<file path="config.mk">
export PLATFORM = sky130hd
export DESIGN_NAME = tick_scheduler
export DESIGN_NICKNAME = d
export VERILOG_FILES = /design/src/rtl/tick_scheduler.sv
export SDC_FILE = /design/constraint.sdc
export NUM_CORES = 1
export LEC_CHECK = 0
export CORE_UTILIZATION = 57
export CTS_BUF_LIST = sky130_fd_sc_hd__clkbuf_8
export DETAILED_ROUTE_END_ITERATION = 8
export PLACE_DENSITY = 0.86
export SLEW_MARGIN = 10
export SYNTH_ARGS = -nofsm -noshare
export SYNTH_HDL_FRONTEND = slang
export SYNTH_SLANG_ARGS = --single-unit
</file>
<file path="constraint.sdc">
create_clock -name clk -period 2.49 [get_ports clk]
set_clock_uncertainty 0.1 [all_clocks]
set_input_delay 0.249 -clock clk [delete_from_list [all_inputs] [get_ports clk]]
set_output_delay 0.249 -clock clk [all_outputs]
set_load 0.02 [all_outputs]
</file>
<file path="src/rtl/tick_scheduler.sv">
// tick_scheduler: shared-prescaler clock-enable scheduler. It produces one-cycle
// enable strobes for up to NCH channels, each at its own multiple of the base tick.
// Optional build macro: TICK_SCHED_SYNC_EN. When it is defined, an APPLY that starts
// a channel also clears the prescaler, so the new channel's first tick is phase-aligned.
//
// Config FSM
//   state   | meaning
//   S_IDLE  | cfg_ready high, waiting for a configuration transfer
//   S_APPLY | captured transfer is written into the target channel
module tick_scheduler #(
  parameter int  PRESCALE = 2200,
  parameter int  NCH      = 4,
  parameter int  CW       = 8,
  localparam int CHW      = (NCH > 1) ? $clog2(NCH) : 1
) (
  input  logic           clk,
  input  logic           rst_n,
  input  logic           cfg_valid,
  output logic           cfg_ready,
  input  logic [CHW-1:0] cfg_ch,
  input  logic [CW-1:0]  cfg_period,
  input  logic           cfg_run,
  output logic           base_tick,
  output logic [NCH-1:0] tick_en,
  output logic [NCH-1:0] busy
);

  localparam int PW = $clog2(PRESCALE);

  typedef enum logic {S_IDLE, S_APPLY} state_t;

  state_t         state_q, state_d;
  logic [CHW-1:0] ch_q, ch_d;
  logic [CW-1:0]  per_cap_q, per_cap_d;
  logic           run_q, run_d;

  logic [PW-1:0]  pcnt_q, pcnt_d;
  logic           pre_tick;
  logic           pre_tick_eff;

  logic           base_tick_q, base_tick_d;
  logic [NCH-1:0] tick_q, tick_d;
  logic [NCH-1:0] busy_q, busy_d;
  logic [CW-1:0]  period_q [NCH];
  logic [CW-1:0]  period_d [NCH];
  logic [CW-1:0]  cnt_q    [NCH];
  logic [CW-1:0]  cnt_d    [NCH];

  assign pre_tick = (pcnt_q == PW'(PRESCALE - 1));

`ifdef TICK_SCHED_SYNC_EN
  localparam logic [CHW:0] NCH_W = (CHW + 1)'(NCH);
  logic sync_clr;

  // A start of an in-range channel re-phases the prescaler and swallows this cycle's pre_tick
  always_comb begin
    sync_clr     = (state_q == S_APPLY) && run_q && (per_cap_q != '0) && ({1'b0, ch_q} < NCH_W);
    pre_tick_eff = pre_tick && !sync_clr;
    pcnt_d       = (sync_clr || pre_tick) ? '0 : pcnt_q + PW'(1);
  end
`else
  // Free-running prescaler, never touched by configuration
  always_comb begin
    pre_tick_eff = pre_tick;
    pcnt_d       = pre_tick ? '0 : pcnt_q + PW'(1);
  end
`endif

  // Config FSM next state and capture of the accepted transfer
  always_comb begin
    state_d   = state_q;
    ch_d      = ch_q;
    per_cap_d = per_cap_q;
    run_d     = run_q;
    cfg_ready = 1'b0;
    case (state_q)
      S_IDLE: begin
        cfg_ready = 1'b1;
        if (cfg_valid) begin
          state_d   = S_APPLY;
          ch_d      = cfg_ch;
          per_cap_d = cfg_period;
          run_d     = cfg_run;
        end
      end
      S_APPLY: state_d = S_IDLE;
      default: state_d = S_IDLE;
    endcase
  end

  // Channel counters: an APPLY write overrides any tick update of the same channel
  always_comb begin
    tick_d      = '0;
    busy_d      = busy_q;
    base_tick_d = pre_tick_eff;
    for (int i = 0; i < NCH; i++) begin
      period_d[i] = period_q[i];
      cnt_d[i]    = cnt_q[i];
      if ((state_q == S_APPLY) && (ch_q == CHW'(i))) begin
        period_d[i] = per_cap_q;
        if (run_q && (per_cap_q != '0)) begin
          cnt_d[i]  = per_cap_q - CW'(1);
          busy_d[i] = 1'b1;
        end else begin
          cnt_d[i]  = '0;
          busy_d[i] = 1'b0;
        end
      end else if (pre_tick_eff && busy_q[i]) begin
        if (cnt_q[i] == '0) begin
          tick_d[i] = 1'b1;
          cnt_d[i]  = period_q[i] - CW'(1);
        end else begin
          cnt_d[i]  = cnt_q[i] - CW'(1);
        end
      end
    end
  end

  // Prescaler and config FSM registers
  always_ff @(posedge clk or negedge rst_n) begin
    if (!rst_n) begin
      pcnt_q    <= '0;
      state_q   <= S_IDLE;
      ch_q      <= '0;
      per_cap_q <= '0;
      run_q     <= 1'b0;
    end else begin
      pcnt_q    <= pcnt_d;
      state_q   <= state_d;
      ch_q      <= ch_d;
      per_cap_q <= per_cap_d;
      run_q     <= run_d;
    end
  end

  // Channel state and registered strobes
  always_ff @(posedge clk or negedge rst_n) begin
    if (!rst_n) begin
      base_tick_q <= 1'b0;
      tick_q      <= '0;
      busy_q      <= '0;
      for (int i = 0; i < NCH; i++) begin
        period_q[i] <= '0;
        cnt_q[i]    <= '0;
      end
    end else begin
      base_tick_q <= base_tick_d;
      tick_q      <= tick_d;
      busy_q      <= busy_d;
      for (int i = 0; i < NCH; i++) begin
        period_q[i] <= period_d[i];
        cnt_q[i]    <= cnt_d[i];
      end
    end
  end

  assign base_tick = base_tick_q;
  assign tick_en   = tick_q;
  assign busy      = busy_q;

endmodule

</file>
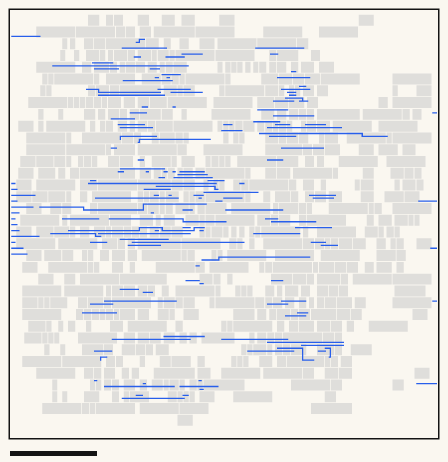
Figure 1: run 1, metal 3.
Bar = 20 µm. Cells faint in the background.
- longest straight run: 31.3 µm
- main direction: horizontal
- wire length on this layer: 995 µm
- share of all routed wire: 7.1%
- nets with wire on the layer: 103
Final Routed Wirelength: 14,100 µm
M3 GR Usage: 0.0390
vias post-DR: 4,794

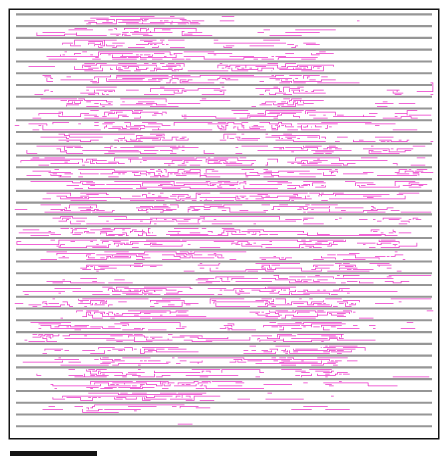
Figure 2: run 1, M1 wires.
Bar = 20 µm. Supply wires on this layer in grey.
- share of all routed wire: 40%
- nets with wire on the layer: 598
- wire length on this layer: 5,660 µm
- longest straight run: 29.0 µm
- main direction: horizontal
met1 usage in global routing: 0.388

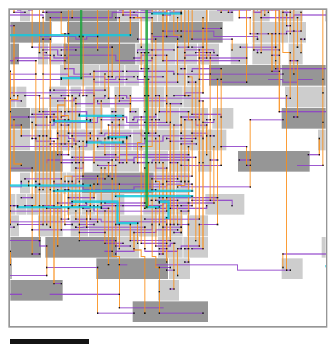
Figure 3: run 1, close-up of the layout.
Bar = 10 µm. Region (54, 5) to (94, 45) µm. Cells in grey, sequential cells in the stronger grey; small squares are vias.
- M1: purple
- M3: cyan
- M4: green
- M2: orange
- sequential cells in the window: 15
- cells with their middle in the window: 105
- netlist names of flops here include: cnt_q (8), pcnt_q (3), period_q (3)
- most frequent: dfrtp_1 (14), nand2_1 (12), a21oi_1 (9)

==> reports/metrics.json, run 1 <==
{
  "outcome": {"value": "finished, final reports clean"},
  "synth_cell_type_count": {"value": 73},
  "insertion_delay": {"value": 0.38, "unit": "ns"},
  "netSwitchingPower": {"value": 2.54, "unit": "mW"},
  "timing.critical_path.from_type": {"value": "flop"},
  "area_added_between_synthesis_and_finish": {"value": 14.9, "unit": "%"},
  "lay_top_count": {"value": "nand2_1"},
  "design.core.area": {"value": 9150, "unit": "µm²"},
  "antenna_cells": {"value": 0},
  "antenna_violating_nets_post_route": {"value": 0},
  "detail_route.iter0.violations": {"value": 362},
  "drt_pre_antenna_iters": {"value": 5},
  "design.portCount": {"value": 24},
  "cts_num_sinks": {"value": 97},
  "totalNegativeSetupSlack": {"value": 0, "unit": "ns"},
  "cap_viol_max_count": {"value": 0},
  "ys_seq_frac": {"value": 0.453},
  "stage_log_warnings": {"value": 26},
  "place_ws": {"value": -0.0150, "unit": "ns"},
  "top_cell": {"value": "nand2_1"},
  "synth-edff-count": {"value": 0},
  "cp_max_fo": {"value": 4},
  "critPathCaptureType": {"value": "flop"},
  "finalNetCount": {"value": 648},
  "die_area": {"value": 9790, "unit": "µm²"},
  "yosysCellCount": {"value": 588},
  "irDropWorstVdd": {"value": 0.571, "unit": "mV"},
  "leakage": {"value": 2.71, "unit": "nW"},
  "yosys_warnings": {"value": 0},
  "netlist_top_cells_count": {"value": "nand2_1 (119), dfrtp_1 (97), o21ai_0 (38), nor2_1 (36), a21oi_1 (28)"},
  "floorplan.nets": {"value": 608},
  "max_slew_margin": {"value": 0.543},
  "floorplan.core_util": {"value": 0.585},
  "max_clock_freq": {"value": 0.421, "unit": "GHz"},
  "postSynthAreaPerCell": {"value": 9.11, "unit": "µm²"},
  "share_comb_of_total_power": {"value": 0.397},
  "worst_hold_class": {"value": "input pin to async pin"},
  "power.switching_fraction": {"value": 0.410},
  "clock_tree.htree_level_count": {"value": 3},
  "seq_power_share": {"value": 0.424},
  "placement.io_buffers": {"value": 23},
  "max-clock-path-buffers": {"value": 2},
  "gp_congestion": {"value": 0.943},
  "stdcell_count": {"value": 744},
  "timing_worst_setup_path_type": {"value": "flop to flop"},
  "cp_data_arrival_time": {"value": 2.54, "unit": "ns"},
  "total_half_perimeter_wirelength_after_legalization_and_detailed_placement": {"value": 9500, "unit": "µm"},
  "avgRoutedWirePerCell": {"value": 18.9, "unit": "µm"},
  "placed_area": {"value": 5840, "unit": "µm²"},
  "dp.cells": {"value": 723},
  "ys_area": {"value": 5360, "unit": "µm²"},
  "cts_tree": {"value": "done"},
  "final_layout_size_suffix_gt1_frac": {"value": 0.158},
  "area_leaders": {"value": "dfrtp_1 (45%), nand2_1 (8.3%), o21ai_0 (3.6%), a21oi_1 (2.6%), nor2_1 (2.5%)"},
  "worst_slew_pin_slew": {"value": 0.684, "unit": "ns"},
  "final-setup-viol-count": {"value": 0},
  "syn_area": {"value": 5360, "unit": "µm²"},
  "grt_use_total": {"value": 0.299},
  "largest_net_degree_at_the_start_of_global_routing": {"value": 58},
  "grt_first_pass_wirelength": {"value": 22700, "unit": "µm"},
  "p_int": {"value": 3.65, "unit": "mW"},
  "die_height": {"value": 98.9, "unit": "µm"},
  "postSynth.asyncResetShare": {"value": 1.00},
  "top_cell_area_share": {"value": 0.453},
  "detail_route.vias_per_cell": {"value": 6.44},
  "grt_antenna_before_repair": {"value": 0},
  "cts_made_buffers": {"value": 9},
  "cts.root.buffer_cell": {"value": "clkbuf_8"},
  "critPathRequiredTime": {"value": 2.66, "unit": "ns"},
  "ys_dominant_reg_cell": {"value": "dfrtp_1"},
  "finalHoldViolations": {"value": 0},
  "postSynthCellCount": {"value": 588},
  "fin_area": {"value": 6150, "unit": "µm²"},
  "share_clk_of_total_power": {"value": 0.179}
}
-- run 1: critical path: stages (launching register included) --
cell	delay (ns)
dfrtp_1	0.40
or4_4	0.56
nor3_4	0.23
a21oi_1	0.12
ha_2	0.20
nand2b_1	0.12
or2_4	0.15
a211o_2	0.09
a21oi_1	0.05
o31a_1	0.24
-- run 1: routing by layer --
metal / share of wire / up-vias / GRT usage / routed length (µm)
met5: 0 / - / 0 / 0
met2: 0.49 / 261 / 0.479 / 6860
li1: - / 2207 / - / -
met4: 0.041 / 0 / 0.184 / 571
met1: 0.40 / 2277 / 0.388 / 5660
met3: 0.071 / 49 / 0.0390 / 995
-- run 1: stage by stage --
stage / util / hold slack, ns
final: 0.672 / 0.307
after global routing: 0.672 / 0.369
after CTS: 0.663 / 0.318
after detailed placement: 0.638 / 0.176
after global placement: 0.638 / 0.167
after floorplan: - / -0.147
-- run 1: sequential cells by signal, indices dropped and copies added (netlist names) --
name       flops
pcnt_q        12
period_q      32
base_tick      1
ch_q           2
state_q        1
run_q          1
per_cap_q      8
tick_en        4
busy           4
cnt_q         32
-- run 1: kinds of logic (layout without fill, tap and decap cells) --
| family | count (synthesis) | in the layout | share of synthesized area |
|---|---|---|---|
| simple gates | 269 | 269 | 0.257 |
| compound gates | 139 | 139 | 0.176 |
| flops | 97 | 97 | 0.453 |
| buf+inv | 41 | 86 | 0.0339 |
| xor+xnor | 18 | 18 | 0.0294 |
| mux | 18 | 18 | 0.0360 |
| fa+ha+maj | 6 | 6 | 0.0140 |
-- run 1: cell type report --
type / count / area, µm²
Timing Repair Buffer: 62 / 536
Clock inverter: 7 / 82.6
Fill cell: 687 / 3000
Tap cell: 111 / 139
Clock buffer: 9 / 124
Inverter: 8 / 30.0
Multi-Input combinational cell: 450 / 2810
Sequential cell: 97 / 2430
-- run 1: repair_timing --
item | in CTS | in global routing
endpoints found under the setup margin | 3 | 6
pin swaps | 1 | 2
setup buffers | 0 | 4
resized | 2 | 17
endpoints found under the hold margin | 40 | 0
hold buffers | 1 | 0
-- run 1: power groups by stage --
stage	Clock (mW)	Combinational [mW]	Sequential (mW)
6_report	1.11	2.46	2.63
5_1_grt	1.18	2.70	2.68
4_1_cts	1.12	2.31	2.56
3_5_place_dp	0	2.27	2.59
3_3_place_gp	0	2.18	2.55
2_1_floorplan	0	1.65	2.44
-- run 1: path summary, 6_finish.rpt --
kind / slack, ns / start / to / cells after the start
setup / recovery: 0.12 / cnt_q[21] / cnt_q[22] / 9
hold / removal: 0.31 / rst_n / cnt_q[21] / 2
setup reg to reg: 0.12 / cnt_q[21] / cnt_q[22] / 9
hold reg to reg: 0.39 / pcnt_q[0] / pcnt_q[0] / 1
max in group asynchronous: 1.28 / rst_n / cnt_q[31] / 3
min in group clk: 0.34 / cfg_period[0] / per_cap_q[0] / 3
Figure 4. Selected gate families (run 1).
Bar = 20 µm.
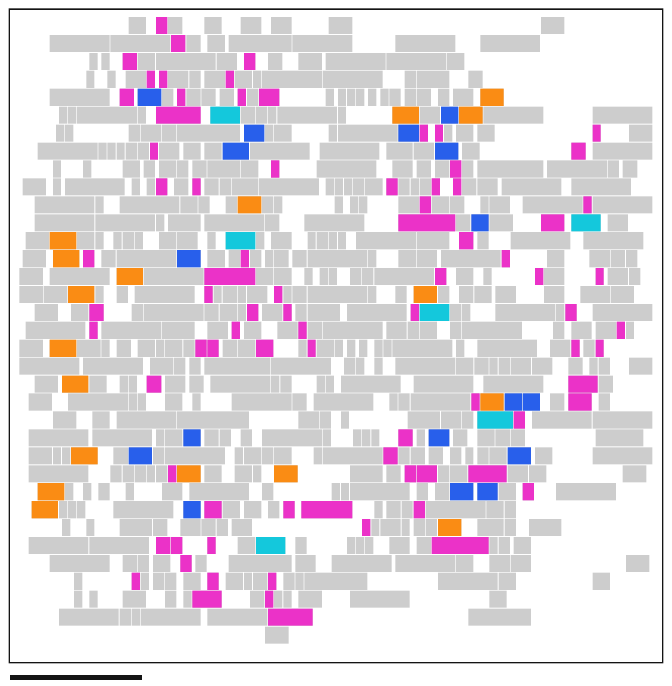

## Run 2: what changed since run 1
- CORE_UTILIZATION: 57 -> 55
- PLACE_DENSITY: 0.86 -> 0.81
- clock period: 2.49 -> 2.6 ns (I/O delays scaled with it)
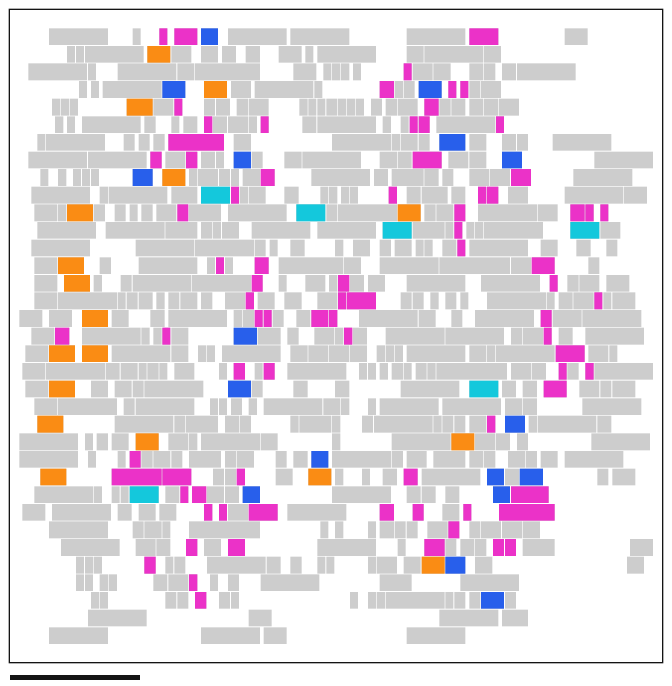
Figure 5: run 2, selected gate families.
Bar = 20 µm.
- fa/ha/maj cells: cyan (cells 6)
- non-inverting ao/oa cells: blue (cells 17)
- nor cells: magenta (cells 81)
- mux cells: orange (cells 18)
Finished Layout Cells: 751
highest-count logic cell in the final layout: nand2_1

==> run 2 against run 1 <==
Effect of this change:
- register-to-register slack gained 0.05 ns
- utilization down 2.0 points
- sequential power decreased by 5%
- setup slack improved by 0.050 ns
- sequential share of layout area grew 0.32 points
- power is 5.3% lower
- synthesized cell count stayed put
- critical endpoint unchanged
==> reports/metrics.json, run 2 <==
{
  "ys_seq_frac": {"value": 0.453, "change": "unchanged"},
  "cp_data_arrival_time": {"value": 2.59, "unit": "ns", "change": "+0.05 ns"},
  "power.switching_fraction": {"value": 0.392, "change": "-0.0182"},
  "cp_max_fo": {"value": 7, "change": "+3"},
  "leakage": {"value": 2.67, "unit": "nW", "change": "-1.5%"},
  "cap_viol_max_count": {"value": 0, "change": "unchanged"},
  "path_common_cell": {"value": "a21oi_1"},
  "die_area": {"value": 10100, "unit": "µm²", "change": "+3.6%"},
  "totalNegativeSetupSlack": {"value": 0, "unit": "ns", "change": "unchanged"},
  "floorplan.core_util": {"value": 0.574, "change": "-0.0110"},
  "final-seq-area": {"value": 2430, "unit": "µm²", "change": "-0.26%"},
  "share_comb_of_total_power": {"value": 0.371, "change": "-0.026"},
  "synth_cell_type_count": {"value": 73, "change": "unchanged"},
  "top_cell_area_share": {"value": 0.453, "change": "unchanged"},
  "netlist_top_cells_count": {"value": "nand2_1 (119), dfrtp_1 (97), o21ai_0 (38), nor2_1 (36), a21oi_1 (28)"},
  "grt_first_pass_wirelength": {"value": 22100, "unit": "µm", "change": "-2.6%"},
  "grt_setup_unrepaired": {"value": "no"},
  "design.portCount": {"value": 24, "change": "unchanged"},
  "avgRoutedWirePerCell": {"value": 18.2, "unit": "µm", "change": "-4.1%"},
  "yosys_warnings": {"value": 0, "change": "unchanged"},
  "ys_dominant_reg_cell": {"value": "dfrtp_1"},
  "largest_registers": {"value": "cnt_q x32, period_q x32, pcnt_q x12"},
  "share_clk_of_total_power": {"value": 0.202, "change": "+0.023"},
  "first_global_vias": {"value": 4372},
  "cts.root.buffer_cell": {"value": "clkbuf_8"},
  "fill_cells": {"value": 766, "change": "+11%"},
  "largest_net_degree_at_the_start_of_global_routing": {"value": 31, "change": "-47%"},
  "p_int": {"value": 3.57, "unit": "mW", "change": "-2.3%"},
  "die_height": {"value": 101, "unit": "µm", "change": "+1.8%"},
  "ys_area": {"value": 5360, "unit": "µm²", "change": "unchanged"},
  "layout.area.comb": {"value": 2780, "unit": "µm²", "change": "-0.80%"},
  "timing.critical_path.from_type": {"value": "flop"},
  "syn_area": {"value": 5360, "unit": "µm²", "change": "unchanged"},
  "stage_log_warnings": {"value": 26, "change": "unchanged"},
  "cts_made_buffers": {"value": 9, "change": "unchanged"},
  "floorplan.nets": {"value": 608, "change": "unchanged"},
  "max_slew_margin": {"value": 0.523, "change": "-0.0198"},
  "drt_pre_antenna_iters": {"value": 5, "change": "unchanged"},
  "finalHoldViolations": {"value": 0, "change": "unchanged"},
  "routed_wirelength": {"value": 13600, "unit": "µm", "change": "-3.2%"},
  "max-clock-path-buffers": {"value": 2, "change": "unchanged"},
  "finalCoreUtilization": {"value": 0.652, "change": "-0.0196"},
  "routed-via-count": {"value": 4628, "change": "-3.5%"},
  "netSwitchingPower": {"value": 2.30, "unit": "mW", "change": "-9.5%"},
  "detail_route.iter0.violations": {"value": 290, "change": "-20%"},
  "finalNetCount": {"value": 637, "change": "-1.7%"},
  "timing_worst_setup_path_type": {"value": "flop to flop"},
  "top_cell": {"value": "nand2_1"},
  "final_layout_size_suffix_gt1_frac": {"value": 0.132, "change": "-0.0261"},
  "cts_tree": {"value": "done"},
  "total_half_perimeter_wirelength_after_legalization_and_detailed_placement": {"value": 9460, "unit": "µm", "change": "-0.50%"},
  "postSynthAreaPerCell": {"value": 9.11, "unit": "µm²", "change": "unchanged"},
  "clock_tree.htree_level_count": {"value": 3, "change": "unchanged"},
  "max_clock_freq": {"value": 0.411, "unit": "GHz", "change": "-2.5%"},
  "area_leaders": {"value": "dfrtp_1 (45%), nand2_1 (8.3%), o21ai_0 (3.6%), a21oi_1 (2.6%), nor2_1 (2.5%)"},
  "postSynthCellCount": {"value": 588, "change": "unchanged"},
  "worst_hold_class": {"value": "input pin to async pin"},
  "outcome": {"value": "finished, final reports clean"},
  "seq_power_share": {"value": 0.427, "change": "+0.003"},
  "antenna_cells": {"value": 0, "change": "unchanged"},
  "grt_use_total": {"value": 0.287, "change": "-0.0119"},
  "yosysCellCount": {"value": 588, "change": "unchanged"},
  "placement.io_buffers": {"value": 23, "change": "unchanged"},
  "critPathCaptureType": {"value": "flop"},
  "postSynth.asyncResetShare": {"value": 1.00, "change": "unchanged"},
  "detail_route.vias_per_cell": {"value": 6.16, "change": "-4.4%"},
  "worst_slew_pin_slew": {"value": 0.714, "unit": "ns", "change": "+0.0303 ns"},
  "critPathRequiredTime": {"value": 2.76, "unit": "ns", "change": "+0.10 ns"},
  "irDropWorstVdd": {"value": 0.566, "unit": "mV", "change": "-0.78%"},
  "gp_congestion": {"value": 0.935, "change": "-0.78%"},
  "timing.critical_path.cells": {"value": "or4_4 -> nor3_4 -> a21oi_1 -> ha_1 -> nand2b_1 -> or2_2 -> a211o_2 -> a21oi_1 -> o31a_1"},
  "cts_num_sinks": {"value": 97, "change": "unchanged"},
  "area_added_between_synthesis_and_finish": {"value": 13.6, "unit": "%"},
  "insertion_delay": {"value": 0.37, "unit": "ns", "change": "about the same"},
  "worst_path_largest_cell_delay": {"value": 0.56, "unit": "ns", "change": "about the same"},
  "grt_antenna_before_repair": {"value": 0, "change": "unchanged"},
  "synth-edff-count": {"value": 0, "change": "unchanged"},
  "design.core.area": {"value": 9330, "unit": "µm²", "change": "+1.9%"}
}
## run 2: final timing paths
check                         startpoint            to  slack, ns  depth (start not counted)
setup / recovery               cnt_q[19]     cnt_q[22]       0.17                          9
hold / removal                     rst_n    tick_en[1]       0.24                          2
setup reg to reg               cnt_q[19]     cnt_q[22]       0.17                          9
hold reg to reg                pcnt_q[0]     pcnt_q[0]       0.39                          1
max in group asynchronous          rst_n  per_cap_q[6]       1.42                          3
min in group clk           cfg_period[1]  per_cap_q[1]       0.37                          3
## run 2: cell type report
type | instances | area share
Tap cell | 129 | 0.0265
Clock inverter | 7 | 0.0195
Clock buffer | 9 | 0.0204
Multi-Input combinational cell | 450 | 0.457
Sequential cell | 97 | 0.399
Timing Repair Buffer | 51 | 0.0724
Inverter | 8 | 0.00493
## run 2: logic make-up (layout without fill, tap and decap cells)
logic type | count (synthesis) | count (layout) | share of synthesized area
flops | 97 | 97 | 0.453
compound gates | 139 | 139 | 0.176
xor+xnor | 18 | 18 | 0.0294
mux | 18 | 18 | 0.0360
simple gates | 269 | 269 | 0.257
fa+ha+maj | 6 | 6 | 0.0140
buf+inv | 41 | 75 | 0.0339
## run 2: through the flow
| stage | power [mW] | cells | hold WS [ns] | worst slack (ns) | instance area [µm²] |
|---|---|---|---|---|---|
| 2_1_floorplan | 3.92 | 588 | -0.136 | 0.143 | 5360 |
| 3_3_place_gp | 4.51 | 733 | 0.102 | 0.137 | 5790 |
| 3_5_place_dp | 4.60 | 733 | 0.109 | 0.0690 | 5790 |
| 4_1_cts | 5.79 | 750 | 0.250 | 0.0373 | 6040 |
| 5_1_grt | 6.25 | 751 | 0.265 | 0.0230 | 6090 |
| 6_report | 5.87 | 751 | 0.245 | 0.166 | 6090 |
## run 2: per-layer routing
metal	global-route usage	wire length, µm	up-vias
li1	-	-	2178
met1	0.389	5840	2236
met2	0.459	6660	177
met3	0.0430	779	37
met4	0.129	363	0
met5	0	0	-
## run 2: worst max-delay path, delay by kind of cell, from the launching register on
kind	cells	cell delay (ns)
fa+ha+maj	1	0.23
flops	1	0.44
simple gates	4	1.05
compound gates	4	0.53
## run 2: timing repair
| item | CTS | global route |
|---|---|---|
| setup endpoints to repair | 0 | 5 |
| hold endpoints to repair | 26 | 0 |
| buffers inserted | 0 | 1 |
| gates resized | 0 | 7 |
| hold buffers | 1 | 0 |
## run 2: power by group through the flow
stage	clock, mW	sequential, mW	combinational, mW
floorplan	0	2.34	1.58
global placement	0	2.47	2.04
CTS	1.20	2.47	2.13
finish	1.19	2.50	2.18
detailed placement	0	2.49	2.11
global route	1.26	2.57	2.42
Power and IR drop assume default switching activity.
